--- src/rtl/seg7_pkg.sv ---
// rtl/seg7_pkg.sv - seven-segment constants and BCD-to-segment decode
package seg7_pkg;

  // Active-low segment order is {a,b,c,d,e,f,g}
  localparam logic [6:0] SEG_BLANK = 7'h7F;

  localparam logic [6:0] SEG_DIGIT [0:9] = '{
    7'b0000001,  // 0
    7'b1001111,  // 1
    7'b0010010,  // 2
    7'b0000110,  // 3
    7'b1001100,  // 4
    7'b0100100,  // 5
    7'b0100000,  // 6
    7'b0001111,  // 7
    7'b0000000,  // 8
    7'b0000100   // 9
  };

  // Codes above 9 are not digits and show nothing
  function automatic logic [6:0] bcd_to_seg7(input logic [3:0] bcd);
    logic [6:0] seg;
    seg = SEG_BLANK;
    if (bcd <= 4'd9) seg = SEG_DIGIT[bcd];
    return seg;
  endfunction

endpackage

--- src/rtl/seg7_bcd_counter_mux_if.sv ---
// rtl/seg7_bcd_counter_mux_if.sv - control and display signal bundle for the BCD counter
interface seg7_bcd_counter_mux_if #(
  parameter int NUM_DIGITS = 4
);
  logic                    en;
  logic                    up_dn;
  logic                    clear;
  logic                    load;
  logic [4*NUM_DIGITS-1:0] load_val;
  logic [4*NUM_DIGITS-1:0] count_bcd;
  logic                    wrap;
  logic [NUM_DIGITS-1:0]   anode;
  logic [6:0]              cathode;

  modport master (
    output en, up_dn, clear, load, load_val,
    input  count_bcd, wrap, anode, cathode
  );

  modport slave (
    input  en, up_dn, clear, load, load_val,
    output count_bcd, wrap, anode, cathode
  );
endinterface

--- src/rtl/seg7_bcd_digit.sv ---
// rtl/seg7_bcd_digit.sv - one BCD digit with up/down step, carry/borrow chain, load and clear
module seg7_bcd_digit (
  input  logic       clk,
  input  logic       reset,
  input  logic       clear,
  input  logic       load,
  input  logic [3:0] load_digit,
  input  logic       step,      // carry (up) or borrow (down) into this digit
  input  logic       up_dn,
  output logic [3:0] digit,
  output logic       step_out   // carry/borrow into the next digit
);

  logic at_limit;

  // A digit sitting at its rollover value passes the step upward
  always_comb begin
    at_limit = up_dn ? (digit == 4'd9) : (digit == 4'd0);
    step_out = step & at_limit;
  end

  // Digit register: clear beats load beats step; non-BCD load codes become 0
  always_ff @(posedge clk or posedge reset) begin
    if (reset) begin
      digit <= 4'd0;
    end else if (clear) begin
      digit <= 4'd0;
    end else if (load) begin
      digit <= (load_digit > 4'd9) ? 4'd0 : load_digit;
    end else if (step) begin
      if (at_limit) digit <= up_dn ? 4'd0 : 4'd9;
      else          digit <= up_dn ? digit + 4'd1 : digit - 4'd1;
    end
  end

endmodule

--- src/rtl/seg7_bcd_counter_mux.sv ---
// rtl/seg7_bcd_counter_mux.sv - N-digit BCD up/down counter with multiplexed 7-seg scan (option: LEADING_ZERO_BLANK_EN)
module seg7_bcd_counter_mux
  import seg7_pkg::*;
#(
  parameter int NUM_DIGITS = 4,
  parameter int COUNT_DIV  = 50_000_000,
  parameter int SCAN_DIV   = 100_000
) (
  input logic                  clk,
  input logic                  reset,
  seg7_bcd_counter_mux_if.slave bus
);

  localparam int CW = (COUNT_DIV  > 1) ? $clog2(COUNT_DIV)  : 1;
  localparam int SW = (SCAN_DIV   > 1) ? $clog2(SCAN_DIV)   : 1;
  localparam int IW = (NUM_DIGITS > 1) ? $clog2(NUM_DIGITS) : 1;

  logic [CW-1:0]                count_pre;
  logic                         tick;
  logic [NUM_DIGITS:0]          step_chain;
  logic [NUM_DIGITS-1:0][3:0]   digits;
  logic                         wrap_q;
  logic [SW-1:0]                scan_pre;
  logic [IW-1:0]                scan_idx;
  logic [NUM_DIGITS-1:0]        blank;
  logic [NUM_DIGITS-1:0]        anode_q;
  logic [6:0]                   cathode_q;

  assign tick = bus.en & (count_pre == CW'(COUNT_DIV - 1));

  // Count prescaler: runs only while enabled, restarts on clear/load or after a tick
  always_ff @(posedge clk or posedge reset) begin
    if (reset) begin
      count_pre <= '0;
    end else if (bus.clear || bus.load || tick) begin
      count_pre <= '0;
    end else if (bus.en) begin
      count_pre <= count_pre + 1'b1;
    end
  end

  // Digit chain: the tick steps digit 0, carries/borrows ripple upward
  assign step_chain[0] = tick;

  genvar gi;
  for (gi = 0; gi < NUM_DIGITS; gi++) begin : g_digit
    seg7_bcd_digit u_digit (
      .clk        (clk),
      .reset      (reset),
      .clear      (bus.clear),
      .load       (bus.load),
      .load_digit (bus.load_val[4*gi +: 4]),
      .step       (step_chain[gi]),
      .up_dn      (bus.up_dn),
      .digit      (digits[gi]),
      .step_out   (step_chain[gi+1])
    );
  end

  assign bus.count_bcd = digits;

  // Wrap pulse lands in the same cycle the rolled-over count appears
  always_ff @(posedge clk or posedge reset) begin
    if (reset) wrap_q <= 1'b0;
    else       wrap_q <= tick & step_chain[NUM_DIGITS] & ~bus.clear & ~bus.load;
  end

  assign bus.wrap = wrap_q;

  // Scan prescaler and digit index: free-running, unaffected by count controls
  always_ff @(posedge clk or posedge reset) begin
    if (reset) begin
      scan_pre <= '0;
      scan_idx <= '0;
    end else if (scan_pre == SW'(SCAN_DIV - 1)) begin
      scan_pre <= '0;
      scan_idx <= (scan_idx == IW'(NUM_DIGITS - 1)) ? '0 : scan_idx + 1'b1;
    end else begin
      scan_pre <= scan_pre + 1'b1;
    end
  end

`ifdef LEADING_ZERO_BLANK_EN
  // A digit is blank when it and every digit above it are zero; digit 0 always shows
  always_comb begin
    logic above_zero;
    blank      = '0;
    above_zero = 1'b1;
    for (int k = NUM_DIGITS - 1; k >= 1; k--) begin
      above_zero = above_zero & (digits[k] == 4'd0);
      blank[k]   = above_zero;
    end
  end
`else
  assign blank = '0;
`endif

  // Anode and cathode registered together from the same scan index
  always_ff @(posedge clk or posedge reset) begin
    if (reset) begin
      anode_q   <= '1;
      cathode_q <= SEG_BLANK;
    end else begin
      anode_q   <= ~(NUM_DIGITS'(1) << scan_idx);
      cathode_q <= blank[scan_idx] ? SEG_BLANK : bcd_to_seg7(digits[scan_idx]);
    end
  end

  assign bus.anode   = anode_q;
  assign bus.cathode = cathode_q;

endmodule

--- src/flat_wrapper.sv ---
// flat-port wrapper written by rule: the top's interface ports become plain ports
module seg7_bcd_counter_mux_flat import seg7_pkg::*;
#(
  parameter int NUM_DIGITS = 4,
  parameter int COUNT_DIV  = 50_000_000,
  parameter int SCAN_DIV   = 100_000
)
  (clk, reset, bus_en, bus_up_dn, bus_clear, bus_load, bus_load_val, bus_count_bcd, bus_wrap, bus_anode, bus_cathode);
  seg7_bcd_counter_mux_if #(.NUM_DIGITS(NUM_DIGITS)) bus_i ();
  input logic clk;
  input logic reset;
  input wire logic [$bits(bus_i.en)-1:0] bus_en;
  input wire logic [$bits(bus_i.up_dn)-1:0] bus_up_dn;
  input wire logic [$bits(bus_i.clear)-1:0] bus_clear;
  input wire logic [$bits(bus_i.load)-1:0] bus_load;
  input wire logic [$bits(bus_i.load_val)-1:0] bus_load_val;
  output wire logic [$bits(bus_i.count_bcd)-1:0] bus_count_bcd;
  output wire logic [$bits(bus_i.wrap)-1:0] bus_wrap;
  output wire logic [$bits(bus_i.anode)-1:0] bus_anode;
  output wire logic [$bits(bus_i.cathode)-1:0] bus_cathode;
  assign bus_i.en = bus_en;
  assign bus_i.up_dn = bus_up_dn;
  assign bus_i.clear = bus_clear;
  assign bus_i.load = bus_load;
  assign bus_i.load_val = bus_load_val;
  assign bus_count_bcd = bus_i.count_bcd;
  assign bus_wrap = bus_i.wrap;
  assign bus_anode = bus_i.anode;
  assign bus_cathode = bus_i.cathode;
  seg7_bcd_counter_mux #(.NUM_DIGITS(NUM_DIGITS), .COUNT_DIV(COUNT_DIV), .SCAN_DIV(SCAN_DIV)) u_core (.clk(clk), .reset(reset), .bus(bus_i));
endmodule
--- config.mk ---
export PLATFORM = sky130hd
export DESIGN_NAME = seg7_bcd_counter_mux_flat
export DESIGN_NICKNAME = d
export VERILOG_FILES = /design/src/rtl/seg7_pkg.sv /design/src/rtl/seg7_bcd_counter_mux_if.sv /design/src/rtl/seg7_bcd_digit.sv /design/src/rtl/seg7_bcd_counter_mux.sv /design/src/flat_wrapper.sv
export SDC_FILE = /design/constraint.sdc
export NUM_CORES = 1
export LEC_CHECK = 0
export CAP_MARGIN = 20
export CORE_UTILIZATION = 35
export CTS_BUF_LIST = sky130_fd_sc_hd__clkbuf_16
export DETAILED_ROUTE_END_ITERATION = 10
export SETUP_SLACK_MARGIN = 0.4
export SLEW_MARGIN = 20
export SYNTH_ARGS = -nofsm -noshare
export SYNTH_HDL_FRONTEND = slang
export SYNTH_SLANG_ARGS = --single-unit
--- constraint.sdc ---
create_clock -name clk -period 2.5 [get_ports clk]
set_input_delay 0.5 -clock clk [delete_from_list [all_inputs] [get_ports clk]]
set_output_delay 0.5 -clock clk [all_outputs]
set_load 0.005 [all_outputs]
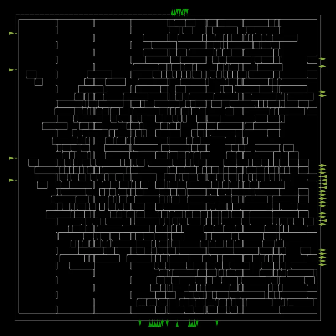
placement.png
seq_cells: 73
fill count: 1092
final std cells w/o fill: 711
final core utilization: 0.495
core area: 0.0120 mm2

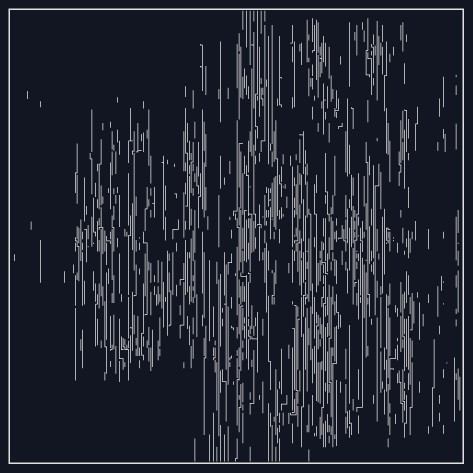
layer_met2.png
Scale: 4 px per um.
main direction: vertical
share of all routed wire: 50%
longest straight run: 39.1 um
wire length on this layer: 5390 um
vias: 3744
met2 global-route usage: 0.301
total wire length: 10.9 mm

==> out/qor.csv <==
metric,value,unit
combinational power share,0.156,
DR pass1 iterations,4,
Hold Buf Count CTS,0,
max_slew headroom,0.628,
initial antenna violation count,0,
P_leak,2.49,nW
DRC,0,
final hold violations,0,
Detail Route Antenna Nets,0,
synth warn,0,
TritonCTS Sinks,73,
area grow syn2layout,37.6,%
floorplan net count,500,
CP max FO,3,
critical path class,in2reg,
via/cell ratio,5.27,
Placer Congestion,0.790,
ys cells,455,
tool warnings,35,
Critical-path top delay cell,clkdlybuf4s50_1,
pwr dens,535,mW/mm2
H-tree Lvls,3,
Max Slew Vio Count,0,
ys async rst share,1.00,
Synth Seq Share,0.426,
Global Route Usage Sum,0.179,
VDD IR max,218,uV
vias in the first global route,3754,
# Max-Cap Violations,0,
"Min Clock Period, post-route",2.09,ns
Critical Path Start Type,input port,
DIE HEIGHT,113,um
root buffer cell,clkbuf_16,
DP HPWL,7.74,mm
Top cell area share,0.359,
Die X,113,um
final instance area,0.00595,mm2
Late-Pin Clk Latency,0.35,ns
CP max stage delay,0.49,ns
period utilization,0.836,
Syn Inst Count,455,
HP Class,reg2reg,
Yosys chip area,0.00432,mm2
most frequent cells in the layout,"58 x nor2_1, 56 x buf_4, 56 x dfrtp_1, 48 x clkdlybuf4s50_1, 34 x nand2_1",
run status,finished clean,
Worst Skew,0.00572,ns
Initial Utilization,0.360,
CTS Buffer Depth,2,
switching portion of total power,0.256,
main flop type,dfrtp_1,
layout cells sized above 1,0.230,
"Cell Chain, Critical Path","clkdlybuf4s50_1, and2_4, nand4_1, nor4_2, buf_4, nand4_1, nor4_2, buf_4",
Congestion Overflow GR,0,
Switch Pwr,814,uW
Ports,50,
"delay-heaviest family, CP",simple AND/OR/NAND/NOR gates,
first-pass GRT wire length,17.9,mm
Post-synth EDFFs,0,
Inserted Diodes,0,
CTS tree,yes,
Clk pwr share,0.446,
most frequent logic cell in the layout,nor2_1,
cell internal pwr,2.37,mW
nets,604,
"area leader, netlist",dfrtp_1,
"Buf+Inv Stages, Crit Path",3,
Die Area,0.0128,mm2
max frequency,0.478,GHz
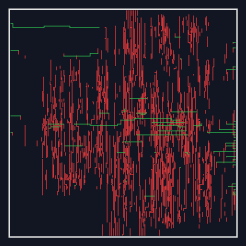
wires.png
Scale: 2 px per um. Two of the layers only.
[metal 3] green | wire length: 375 um
[metal 2] red | wire length: 5390 um

## sequential cells by signal (all words and copies together), names as in the netlist
| name | flops |
|---|---|
| u_core.g_digit.u_digit.digit | 16 |
| u_core.bus.wrap | 1 |
| u_core.scan_pre | 17 |
| u_core.bus.anode | 4 |
| u_core.count_pre | 26 |
| u_core.bus.cathode | 7 |
| u_core.scan_idx | 2 |
## metrics by stage
stage                     cells  total power, mW  setup WS [ns]  hold slack, ns
after floorplan             455             1.52          0.261           0.448
after global placement      676             1.74         -0.254           0.472
after detailed placement    676             1.75         -0.315           0.479
after CTS                   698             3.20          0.406           0.495
after global routing        711             3.31          0.262           0.519
final                       711             3.18          0.409           0.488
## metal layers
layer | GRT usage | wire length [um]
met5 | 0 | 0
met4 | 0.0842 | 216
met3 | 0.0337 | 374
met2 | 0.301 | 5390
met1 | 0.222 | 4890
## synth_stat cells (all sizes together), types with 3 or more instances
cell     n
dfrtp   62
nor2    61
nand2   35
xor2    26
o21ai   22
a21oi   21
xnor2   21
nand3   20
ha      19
nand4   18
inv     17
nor3    13
clkbuf  12
a211oi  11
dfstp   11
or3      8
and3     7
nor4     6
a21o     5
buf      5
nor4b    5
fa       4
mux2i    4
mux4     4
o22ai    4
a31oi    3
nand3b   3
nor3b    3
o21a     3
## power groups by stage
stage / clock (mW) / combinational (mW) / sequential (mW)
detailed placement: 0 / 0.460 / 1.29
finish: 1.42 / 0.496 / 1.27
CTS: 1.46 / 0.470 / 1.27
global placement: 0 / 0.449 / 1.29
floorplan: 0 / 0.233 / 1.29
global route: 1.50 / 0.549 / 1.27
## area by class of cell
| cell class | count | area (um2) |
|---|---|---|
| Clock buffer | 9 | 225 |
| Clock inverter | 7 | 103 |
| Fill cell | 1092 | 6060 |
| Inverter | 17 | 75.1 |
| Multi-Input combinational cell | 348 | 2530 |
| Sequential cell | 73 | 1850 |
| Tap cell | 147 | 184 |
| Timing Repair Buffer | 110 | 988 |
## kinds of logic (layout without fill, tap and decap cells)
group                    after synthesis  after routing  share of synthesized area
AND/OR/NAND/NOR                      191            191                      0.224
AND-OR/OR-AND                         78             78                      0.117
flip-flops                            73             73                      0.426
XOR/XNOR                              47             47                     0.0952
buffers and inverters                 34            143                     0.0307
adder cells (fa/ha/maj)               23             23                     0.0735
multiplexers                           9              9                     0.0336
## worst paths after layout
check	startpoint	to	slack (ns)	depth (start not counted)
worst max-delay path	bus_en	u_core.bus.wrap	0.41	8
worst min-delay path	u_core.scan_pre[0]	u_core.scan_pre[0]	0.49	1
worst max register to register	u_core.g_digit[0].u_digit.digit[0]	u_core.g_digit[1].u_digit.digit[3]	0.42	7
worst min register to register	u_core.scan_pre[0]	u_core.scan_pre[0]	0.49	1
max in group asynchronous	reset	u_core.g_digit[1].u_digit.digit[3]	1.41	3
min in group asynchronous	reset	u_core.count_pre[3]	0.55	2
## timing repair
action / 4_1_cts / 5_1_grt
pin swaps: 11 / 21
setup endpoints to repair: 25 / 32
buffers inserted: 6 / 13
gates resized: 13 / 27
No activity file was given, so power comes from the tool's default toggle rates.
